==> config.mk <==
export PLATFORM = sky130hd
export DESIGN_NAME = photocell_event_gen
export DESIGN_NICKNAME = d
export VERILOG_FILES = /design/src/rtl/photocell_event_gen.sv
export SDC_FILE = /design/constraint.sdc
export NUM_CORES = 1
export LEC_CHECK = 0
export CAP_MARGIN = 0
export CORE_ASPECT_RATIO = 1.1
export CORE_UTILIZATION = 40
export CTS_BUF_LIST = sky130_fd_sc_hd__clkbuf_4 sky130_fd_sc_hd__clkbuf_8 sky130_fd_sc_hd__clkbuf_16
export DETAILED_ROUTE_END_ITERATION = 8
export GPL_TIMING_DRIVEN = 0
export PLACE_DENSITY = 0.67
export RECOVER_POWER = 25
export SYNTH_ARGS = -nofsm -noshare
export SYNTH_HDL_FRONTEND = slang
export SYNTH_SLANG_ARGS = --single-unit
==> constraint.sdc <==
create_clock -name clk -period 3.6 [get_ports clk]
set_input_delay 0.54 -clock clk [delete_from_list [all_inputs] [get_ports clk]]
set_output_delay 0.54 -clock clk [all_outputs]
set_load 0.02 [all_outputs]
==> src/rtl/photocell_event_gen.sv <==
// Photocell front end for the bank queue counter.
// Each beam input is synchronised, debounced and rising-edge detected.
// Simultaneous entry/exit events are serialised: up first, then down.
// The resulting up/down pulses are single-cycle and mutually exclusive.
module photocell_event_gen #(
  parameter int DB_CYCLES = 16,
  parameter int DB_W      = 8
) (
  input  logic clk,
  input  logic rst,
  input  logic sens_in,
  input  logic sens_out,
  output logic up,
  output logic down,
  output logic in_level,
  output logic out_level,
  output logic pending,
  output logic collision
);

  // A counter at this value means the current sample is the last differing one needed.
  localparam logic [DB_W-1:0] DB_LAST = DB_W'(DB_CYCLES - 1);
  localparam logic [DB_W-1:0] CNT_ONE = DB_W'(1);

  typedef enum logic [1:0] {
    ARB_IDLE      = 2'd0,
    ARB_PEND_UP   = 2'd1,
    ARB_PEND_DOWN = 2'd2
  } arb_state_t;

  // Channel 0 is the entry beam and channel 1 is the exit beam.
  logic [1:0]      raw;
  logic [1:0]      s1;
  logic [1:0]      s2;
  logic [1:0]      level;
  logic [1:0]      level_prev;
  logic [1:0]      ev;
  logic [DB_W-1:0] cnt [2];

  arb_state_t state;
  arb_state_t state_next;
  logic       up_next;
  logic       down_next;
  logic       coll_next;

  assign raw = {sens_out, sens_in};

  // Two-flop synchroniser for each asynchronous beam input.
  always_ff @(posedge clk or posedge rst) begin
    if (rst) begin
      s1 <= 2'b00;
      s2 <= 2'b00;
    end else begin
      s1 <= raw;
      s2 <= s1;
    end
  end

  // Debounce: the level flips only after DB_CYCLES consecutive samples that differ from it.
  always_ff @(posedge clk or posedge rst) begin
    if (rst) begin
      level      <= 2'b00;
      level_prev <= 2'b00;
      cnt[0]     <= '0;
      cnt[1]     <= '0;
    end else begin
      level_prev <= level;
      for (int i = 0; i < 2; i++) begin
        if (s2[i] == level[i]) begin
          cnt[i] <= '0;
        end else if (cnt[i] == DB_LAST) begin
          level[i] <= ~level[i];
          cnt[i]   <= '0;
        end else begin
          cnt[i] <= cnt[i] + CNT_ONE;
        end
      end
    end
  end

  // Only a rising debounced level (beam becoming blocked) is an event.
  assign ev = level & ~level_prev;

  // Arbiter state and registered pulse outputs.
  always_ff @(posedge clk or posedge rst) begin
    if (rst) begin
      state     <= ARB_IDLE;
      up        <= 1'b0;
      down      <= 1'b0;
      collision <= 1'b0;
      pending   <= 1'b0;
    end else begin
      state     <= state_next;
      up        <= up_next;
      down      <= down_next;
      collision <= coll_next;
      pending   <= (state_next != ARB_IDLE);
    end
  end

  // Arbiter decisions: a waiting event goes first, a collision issues up and holds down back.
  always_comb begin
    state_next = state;
    up_next    = 1'b0;
    down_next  = 1'b0;
    coll_next  = 1'b0;
    case (state)
      ARB_PEND_UP, ARB_PEND_DOWN: begin
        up_next   = (state == ARB_PEND_UP);
        down_next = (state == ARB_PEND_DOWN);
        if (ev[0]) begin
          state_next = ARB_PEND_UP;
        end else if (ev[1]) begin
          state_next = ARB_PEND_DOWN;
        end else begin
          state_next = ARB_IDLE;
        end
      end
      ARB_IDLE: begin
        if (ev[0] && ev[1]) begin
          up_next    = 1'b1;
          coll_next  = 1'b1;
          state_next = ARB_PEND_DOWN;
        end else if (ev[0]) begin
          up_next = 1'b1;
        end else if (ev[1]) begin
          down_next = 1'b1;
        end else begin
          state_next = ARB_IDLE;
        end
      end
      default: begin
        state_next = ARB_IDLE;
      end
    endcase
  end

  assign in_level  = level[0];
  assign out_level = level[1];

endmodule

Figure 1. The metal 1 layer (run 1).
Scale bar: 20 um. Supply wires on this layer in grey.
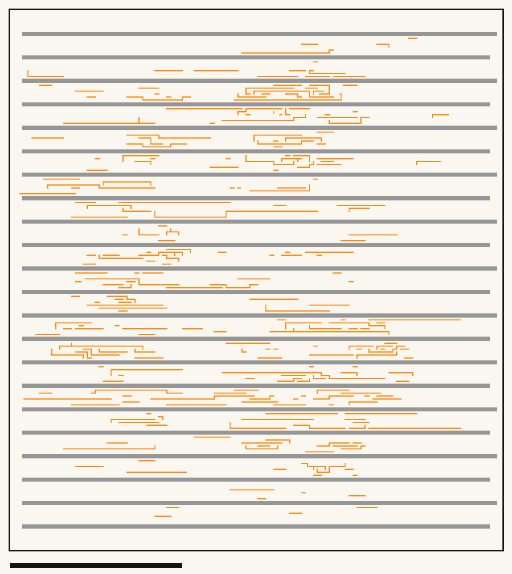
nets with wire on the layer: 127
main direction: horizontal
longest straight run: 13.8 um
share of all routed wire: 45%
wire length on this layer: 922 um
met1 usage: 15.1%
vias post-DR: 838
drt total wl: 2030 um

Figure 2. Metal 2 (run 1).
Scale bar: 20 um.
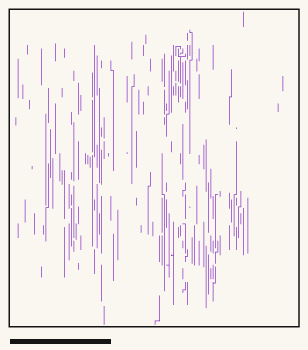
nets with wire on the layer: 115
wire length on this layer: 986 um
share of all routed wire: 49%
longest straight run: 22.1 um
main direction: vertical

==> results.json, run 1 <==
{
  "outcome": "finished, violations left",
  "violations": "design-rule violations",
  "max_freq_mhz": 504,
  "yosysTopAreaCell": "dfrtp_1",
  "irDropWorstVdd_mv": 0.247,
  "clock_path_buffers": 2,
  "yosysTopAreaCellShare_pct": 56.2,
  "rsz0062_at_grt": "false",
  "slowest_stage": "clkdlybuf4s50_1",
  "crit_path_start_kind": "flop",
  "ys_area_sq_um": 1340,
  "post_drt_wl_per_cell_um": 12.2,
  "cts_sinks": 30,
  "path_max_fanout": 7,
  "fin_cells": 166,
  "port_buffers": 9,
  "skew_ns": 0.0142,
  "fp.dieH_um": 62.6,
  "final_nets": 139,
  "endpoint_kind": "output port",
  "place_area_sq_um": 1470,
  "rows": 21,
  "synth_area_per_cell_sq_um": 11.6,
  "swShare_pct": 22.5,
  "synth-edff-count": 0,
  "clock_power_share_pct": 36.5,
  "final_cell_area_sq_um": 1490,
  "overflow": 0,
  "grt_pass1_wl_um": 3450,
  "clkLatencyLatePin_ns": 0.33,
  "top_cells_by_area": "dfrtp_1 (56%), nor2_1 (5.9%), xnor2_1 (5.9%)",
  "worstPathArrival_ns": 1.45,
  "first_pass_iters": 6,
  "grt_max_degree": 31,
  "final_antenna_net_count": 0,
  "max_stage_delay_ns": 0.65,
  "synth_stat.cells": 115,
  "finalHoldViolations": 0,
  "cts_setup_buffers": 0,
  "drc": 2,
  "ff_type": "dfrtp_1",
  "cts_buffers": 5,
  "grt_usage_pct": 13.3,
  "htreeDepth": 2
}
Figure 3. M3 wires (run 1).
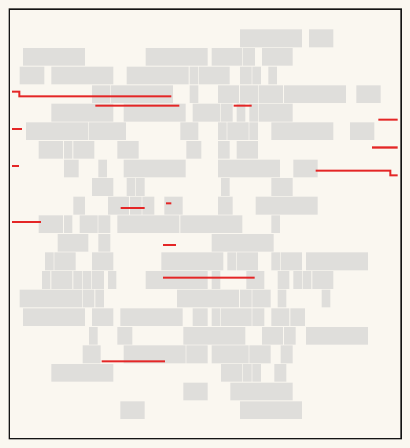
wire length on this layer: 89.2 um
nets with wire on the layer: 10
main direction: horizontal

## run 1: stage by stage
stage | utilization (%) | setup slack (ns)
finish | 48.0 | 1.61
floorplan | - | 2.27
CTS | 49.4 | 1.57
global route | 48.0 | 1.53
detailed placement | 47.4 | 1.66
global placement | 47.4 | 1.72
## run 1: cells in the mapped netlist, types with 2 or more instances
cell / count
a21oi_1: 3
nor4_4: 2
and3_2: 2
xnor2_1: 9
dfrtp_1: 30
nor2_1: 21
xor2_1: 6
inv_1: 3
and2_1: 2
mux2_4: 2
ha_1: 4
nand2_1: 7
nand2b_2: 2
nand3_1: 7
nor3_1: 5
## run 1: power by group through the flow
stage / Sequential (uW) / Combinational [uW] / Clock [uW]
final: 351 / 22.2 / 214
after global routing: 352 / 26.5 / 241
after CTS: 351 / 23.9 / 225
after detailed placement: 358 / 23.8 / 0
after global placement: 357 / 22.8 / 0
after floorplan: 356 / 16.0 / 0
## run 1: cell type report
type	instances	area, sq um	area share (%)
clock inverter	1	5.00	0.336
inverter	3	11.3	0.757
timing repair buffer	9	90.1	6.06
clock buffer	7	58.8	3.95
sequential	30	751	50.5
tap	34	42.5	2.86
multi-input combinational	81	526	35.3
buffer	1	3.75	0.252
## run 1: cells in the final DEF (no fill, tap or decap), types with 3 or more instances in the layout
| cell | synthesis | layout |
|---|---|---|
| dfrtp_1 | 30 | 30 |
| nor2_1 | 21 | 21 |
| xnor2_1 | 9 | 9 |
| nand2_1 | 7 | 7 |
| nand3_1 | 7 | 7 |
| clkdlybuf4s50_1 | 0 | 7 |
| xor2_1 | 6 | 6 |
| clkbuf_4 | 0 | 6 |
| nor3_1 | 5 | 5 |
| ha_1 | 4 | 4 |
| inv_1 | 3 | 3 |
| a21oi_1 | 3 | 3 |
## run 1: kinds of logic (layout without fill, tap and decap cells)
kind of cell             count (synthesis)  after routing  share of synthesized area [%]
XOR/XNOR                                15             15                           9.83
multiplexers                             3              3                           3.00
AND-OR/OR-AND                            7              7                           3.74
flip-flops                              30             30                           56.2
buffers and inverters                    4             21                           1.69
AND/OR/NAND/NOR                         51             51                           21.0
adder cells (fa/ha/maj)                  5              5                           4.59
## run 1: flip-flops by register name (all words and copies together), names as in the netlist
name / count
state: 2
s1: 2
s2: 2
pending: 1
up: 1
level_prev: 2
collision: 1
cnt: 16
level: 2
down: 1
## run 1: per-layer routing
| metal | global-route usage (%) | wire length, um |
|---|---|---|
| met1 | 15.1 | 922 |
| met2 | 19.9 | 986 |
| met3 | 6.42 | 89 |
| met4 | 8.23 | 32 |
| met5 | 0 | 0 |
## run 1: worst paths after layout
path | start | to | slack, ns | cells past startpoint
max | level[1] | out_level | 1.61 | 1
min | s1[1] | s2[1] | 0.36 | 0
max reg2reg | cnt[4] | level[1] | 2.12 | 3
min reg2reg | s1[1] | s2[1] | 0.36 | 0
max in group asynchronous | rst | cnt[6] | 2.13 | 2
min in group asynchronous | rst | cnt[11] | 0.79 | 2
Figure 4. Track usage over the die (run 1).
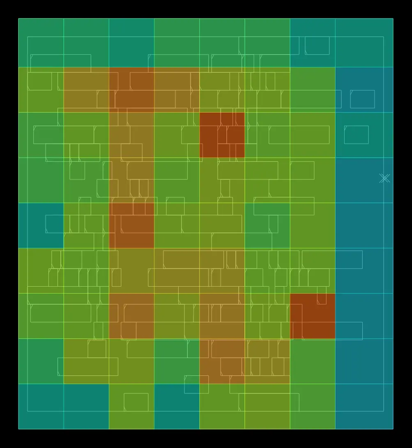

## Run 2: what changed since run 1
--- a/config.mk
+++ b/config.mk
@@ -11,7 +11,7 @@
 export CTS_BUF_LIST = sky130_fd_sc_hd__clkbuf_4 sky130_fd_sc_hd__clkbuf_8 sky130_fd_sc_hd__clkbuf_16
 export DETAILED_ROUTE_END_ITERATION = 8
 export GPL_TIMING_DRIVEN = 0
-export PLACE_DENSITY = 0.67
+export PLACE_DENSITY = 0.69
 export RECOVER_POWER = 25
 export SYNTH_ARGS = -nofsm -noshare
 export SYNTH_HDL_FRONTEND = slang
==> constraint.sdc (replaced) <==
create_clock -name clk -period 1.8 [get_ports clk]
set_input_delay 0.27 -clock clk [delete_from_list [all_inputs] [get_ports clk]]
set_output_delay 0.27 -clock clk [all_outputs]
set_load 0.02 [all_outputs]
Figure 5. Track usage over the die (run 2).
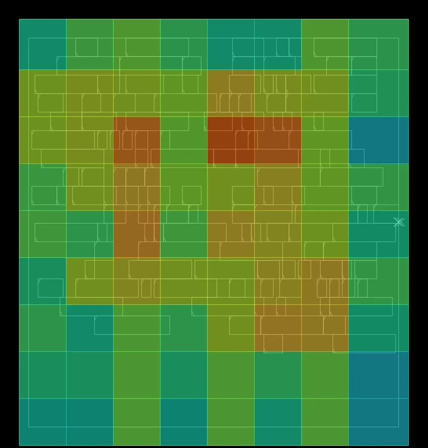
Finished Core Util: 49.1%
gr usage total: 13.7%
grt met3 use: 4.35%
WL/cell: 11.9 um

Figure 6. Clock wires, drivers and flops (run 2).
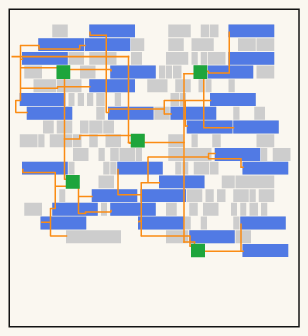
legend:
  green:
    item: cells driving clock nets
    count: 5
  blue:
    item: flip-flops
    count: 30
  orange:
    item: clock wires
    length: 397 um
routed clock nets: 6
Clock Skew: 0.0107 ns
Clock Power Share: 42.4%

Figure 7. M3 wires (run 2).
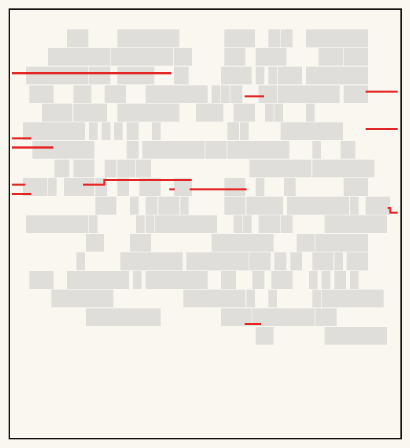
nets with wire on the layer: 9
wire length on this layer: 75.2 um
longest straight run: 23.0 um
main direction: horizontal

==> results.json, run 2 <==
{
  "yosysTopAreaCell": "dfrtp_1",
  "ios": 10,
  "violations": "design-rule violations",
  "ys_area_sq_um": 1340,
  "place_ws_ns": 0.179,
  "topCombFamilyByArea": "simple AND/OR/NAND/NOR gates",
  "postSynth.asyncResetShare_pct": 100,
  "finalHoldViolations": 0,
  "cts_buffers": 5,
  "top_cells_by_area": "dfrtp_1 (56%), nor2_1 (5.9%), xnor2_1 (5.9%)",
  "hold_start": "s1[0]",
  "xor_area_share_pct": 9.83,
  "endpoint_kind": "output port",
  "mux_area_share_pct": 3.00,
  "clock_path_buffers": 2,
  "common_cells": "dfrtp_1 (30), nor2_1 (21), xnor2_1 (9), nand2_1 (7), nand3_1 (7)",
  "grt_max_degree": 31,
  "port_buffers": 9,
  "num-fill-cells": 305,
  "r2r_start": "cnt[4]",
  "synth_area_per_cell_sq_um": 11.6,
  "ff_type": "dfrtp_1",
  "cts_sinks": 30,
  "hp-class": "reg -> reg",
  "final_cell_mix": "dfrtp_1 (30), nor2_1 (21), xnor2_1 (9), nand2_1 (7), nand3_1 (7)",
  "period_needed_ns": 1.70,
  "finalWorstSetupSlack_ns": 0.101,
  "tns_ns": 0,
  "first_pass_iters": 5,
  "hold_end": "s2[0]",
  "lay_top_count": "dfrtp_1",
  "largest_reg_flops": 16,
  "final_nets": 139,
  "irDropWorstVdd_mv": 0.535,
  "ys_ff": 30,
  "synth-edff-count": 0,
  "rows": 21,
  "swShare_pct": 20.4,
  "yosysTopAreaCellShare_pct": 56.2,
  "grt_pass1_wl_um": 3670,
  "netlist_area_sq_um": 1340,
  "slew_viol_final": 0,
  "viasPerCell": 4.95,
  "final_antenna_net_count": 0,
  "max_stage_delay_ns": 0.64,
  "outcome": "finished, violations left",
  "gp_congestion": 0.803,
  "rrSetupSlack_ns": 0.37,
  "clkLatencyLatePin_ns": 0.33,
  "rsz0062_at_grt": "false",
  "regMostFlops": "cnt",
  "finalSetupViolCount": 0,
  "fp.dieH_um": 62.6,
  "synth_cell_type_count": 25,
  "max_slew.worst_pin.slew_ns": 1.08,
  "vias": 816,
  "fp.dieW_um": 57.1,
  "relSlewSlack_pct": 27.7,
  "rr_worst_depth": 3,
  "r2r-end": "level[1]",
  "cts_root_buf": "clkbuf_4",
  "drc": 3,
  "path_max_fanout": 6,
  "postSynthSeqShare_pct": 56.2,
  "aoi_share_pct": 3.75,
  "hold_path_depth": 0,
  "max_freq_mhz": 589,
  "synth_stat.cells": 115,
  "synthCells": 115,
  "synthAdderAreaFrac_pct": 4.59,
  "final.period_utilization_pct": 94.4,
  "crit_path_start_kind": "flop",
  "simple_gate_area_share_pct": 21.0,
  "overflow": 0,
  "intPower_uw": 1030,
  "worstPathArrival_ns": 1.43,
  "slowest_stage": "clkdlybuf4s50_1",
  "cts_setup_buffers": 0,
  "htreeDepth": 2,
  "required_ns": 1.53,
  "totalWireLength_um": 1970,
  "synth.most_common_cell": "dfrtp_1",
  "crit_chain": "clkdlybuf4s50_1"
}
run 2: cell type report:
class	instances	area [sq um]	share of cell area, %
buffer	1	3.75	0.247
clock buffer	6	51.3	3.37
clock inverter	1	30.0	1.97
inverter	3	11.3	0.740
multi-input combinational	81	541	35.5
sequential	30	751	49.3
tap	34	42.5	2.79
timing repair buffer	9	92.6	6.08
run 2: power groups by stage:
stage	Clock, uW	Combinational (uW)	Sequential, uW
2_1_floorplan	0	31.9	712
3_5_place_dp	0	47.6	714
4_1_cts	569	48.0	701
3_3_place_gp	0	46.0	714
6_report	549	44.1	701
5_1_grt	586	53.1	703
run 2: worst max path at each step:
| stage | startpoint | to | slack (ns) | cells after the start |
|---|---|---|---|---|
| global placement | rst | down | 0.22 | 2 |
| detailed placement | rst | cnt[14] | 0.18 | 2 |
| global route | level[0] | in_level | 0.009 | 1 |
| floorplan | level[0] | state[1] | 0.47 | 5 |
| CTS | level[1] | out_level | 0.03 | 1 |
| finish | level[0] | in_level | 0.10 | 1 |
run 2: routing by layer:
metal,vias to the layer above,global-route usage [%],routed length (um)
li1,413,-,-
met1,385,18.0,936
met3,5,4.35,75
met2,13,19.3,907
met4,0,9.15,50
met5,-,0,0
run 2: logic make-up after synthesis:
| group | after synthesis |
|---|---|
| adders and majority gates | 5 |
| DFF | 30 |
| AOI/OAI and AO/OA | 7 |
| and+or+nand+nor | 51 |
| xor gates and xnor gates | 15 |
| buffers and inverters | 4 |
| muxes | 3 |
run 2: what timing repair did:
action                     4_1_cts  5_1_grt
hold endpoints to repair         0        0
setup endpoints to repair        0        1
gates resized                    0        1
run 2: stage by stage:
step                      utilization, %  instances  power (uW)  cell area [sq um]  hold WS (ns)
after global placement              47.4        158         760               1470         0.337
after CTS                           50.0        165        1320               1550         0.363
after global routing                49.1        165        1340               1520         0.376
after detailed placement            47.4        158         762               1470         0.343
final                               49.1        165        1290               1520         0.359
after floorplan                        -        115         744               1340         0.301
Figure 8. Metal 2 (run 2).
Scale bar: 20 um.
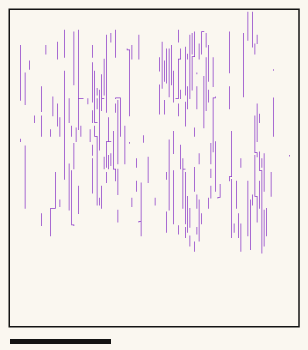

## Run 3: what changed since run 2
--- a/config.mk
+++ b/config.mk
@@ -11,8 +11,9 @@
 export CTS_BUF_LIST = sky130_fd_sc_hd__clkbuf_4 sky130_fd_sc_hd__clkbuf_8 sky130_fd_sc_hd__clkbuf_16
 export DETAILED_ROUTE_END_ITERATION = 8
 export GPL_TIMING_DRIVEN = 0
-export PLACE_DENSITY = 0.69
+export PLACE_DENSITY = 0.6
 export RECOVER_POWER = 25
+export SLEW_MARGIN = 20
 export SYNTH_ARGS = -nofsm -noshare
 export SYNTH_HDL_FRONTEND = slang
 export SYNTH_SLANG_ARGS = --single-unit
Figure 9. Metal 2 (run 3).
Scale bar: 20 um.
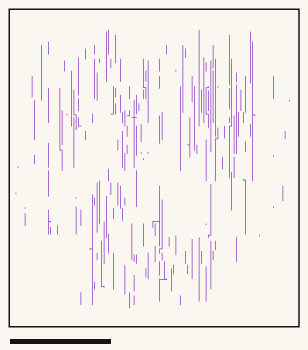
nets with wire on the layer: 114
main direction: vertical
wire length on this layer: 890 um
share of all routed wire: 46%
vias post-DR: 839
drt total wl: 1930 um
GRT met2 Usage: 20.1%

Figure 10. M3 wires (run 3).
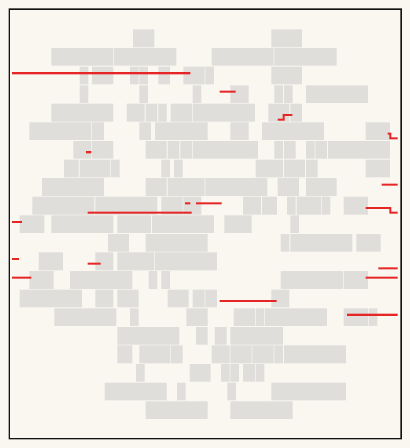
share of all routed wire: 4.5%
main direction: horizontal
wire length on this layer: 86.2 um
longest straight run: 25.8 um
nets with wire on the layer: 12

==> results.json, run 3 <==
{
  "synth.most_common_cell": "dfrtp_1",
  "tns_ns": 0,
  "rr_worst_depth": 4,
  "hp-class": "reg -> reg",
  "swShare_pct": 19.7,
  "path_max_fanout": 6,
  "r2r-end": "level[1]",
  "final_cell_area_sq_um": 1550,
  "yosysTopAreaCell": "dfrtp_1",
  "grt_pass1_wl_um": 3510,
  "final_antenna_net_count": 0,
  "max_stage_delay_ns": 0.64,
  "cts_root_buf": "clkbuf_4",
  "crit_chain": "clkdlybuf4s50_1",
  "required_ns": 1.53,
  "worstPathArrival_ns": 1.42,
  "slowest_stage": "clkdlybuf4s50_1",
  "slew_viol_final": 0,
  "top_cells_by_area": "dfrtp_1 (56%), nor2_1 (5.9%), xnor2_1 (5.9%)",
  "first_pass_iters": 6,
  "violations": "design-rule violations",
  "cp-startpoint": "level[0]",
  "outcome": "finished, violations left",
  "place_area_sq_um": 1470,
  "cts_buffers": 5,
  "htreeDepth": 2,
  "postSynth.asyncResetShare_pct": 100,
  "r2r_start": "cnt[0]",
  "final_cell_mix": "dfrtp_1 (29), nor2_1 (21), xnor2_1 (9)",
  "finalWorstSetupSlack_ns": 0.115,
  "period_needed_ns": 1.69,
  "final_nets": 139,
  "viasPerCell": 5.05,
  "synth_stat.cells": 115,
  "grt_usage_pct": 13.5,
  "ys_area_sq_um": 1340,
  "synthCells": 115,
  "relSlewSlack_pct": 28.0,
  "irDropWorstVdd_mv": 0.450,
  "hold_path_depth": 0,
  "clock_path_buffers": 2,
  "drc": 5,
  "ff_type": "dfrtp_1",
  "fp.dieH_um": 62.6,
  "fp.dieW_um": 57.1,
  "synth-edff-count": 0,
  "clkLatencyLatePin_ns": 0.32
}
Figure 11. The metal 1 layer (run 3).
Scale bar: 20 um. Supply wires on this layer in grey.
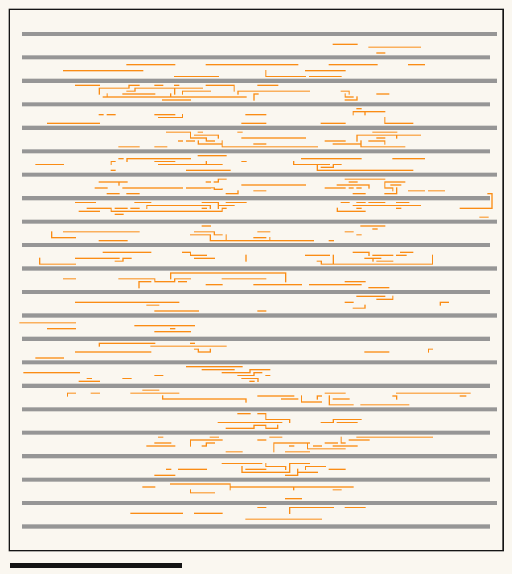
nets with wire on the layer: 124
wire length on this layer: 891 um
main direction: horizontal
share of all routed wire: 46%

[run 3: final cells by class]
type / count / area, sq um / area share (%)
Sequential cell: 30 / 752 / 48.4
Multi-Input combinational cell: 81 / 563 / 36.3
Timing Repair Buffer: 9 / 90.1 / 5.80
Clock buffer: 7 / 52.6 / 3.38
Tap cell: 34 / 42.5 / 2.74
Clock inverter: 1 / 30.0 / 1.93
Buffer: 1 / 11.3 / 0.725
Inverter: 3 / 11.3 / 0.725
[run 3: power groups by stage]
stage | sequential (uW) | clock [uW] | combinational, uW
floorplan | 712 | 0 | 31.9
detailed placement | 714 | 0 | 47.6
global route | 703 | 599 | 51.5
CTS | 701 | 562 | 48.1
finish | 700 | 540 | 43.4
global placement | 713 | 0 | 46.6
[run 3: worst min path at each step]
| stage | startpoint | endpoint | slack, ns |
|---|---|---|---|
| 3_5_place_dp | s1[1] | s2[1] | 0.33 |
| 6_report | s1[1] | s2[1] | 0.35 |
| 4_1_cts | rst | down | 0.35 |
| 2_1_floorplan | sens_in | s1[0] | 0.30 |
| 3_3_place_gp | s1[1] | s2[1] | 0.33 |
| 5_1_grt | s1[0] | s2[0] | 0.37 |
[run 3: per-layer routing]
layer / GRT usage (%) / up-vias / routed length [um]
met4: 10.1 / 0 / 65
met2: 20.1 / 18 / 889
li1: - / 411 / -
met3: 4.35 / 8 / 86
met5: 0 / - / 0
met1: 16.0 / 402 / 890
[run 3: metrics by stage]
| stage | std cells | utilization, % |
|---|---|---|
| 2_1_floorplan | 115 | - |
| 3_3_place_gp | 158 | 47.4 |
| 3_5_place_dp | 158 | 47.4 |
| 4_1_cts | 166 | 50.0 |
| 5_1_grt | 166 | 50.1 |
| 6_report | 166 | 50.1 |
[run 3: logic make-up (layout without fill, tap and decap cells)]
logic type | Yosys count | count (layout) | synth area share [%]
XOR/XNOR | 15 | 15 | 9.83
multiplexers | 3 | 3 | 3.00
AND-OR/OR-AND | 7 | 7 | 3.74
AND/OR/NAND/NOR | 51 | 51 | 21.0
flip-flops | 30 | 30 | 56.2
adder cells (fa/ha/maj) | 5 | 5 | 4.59
buffers and inverters | 4 | 21 | 1.69
[run 3: timing repair]
item	4_1_cts	5_1_grt
setup endpoints to repair	0	1
resized	0	1
hold buffers	0	0
Power and IR drop assume default switching activity.
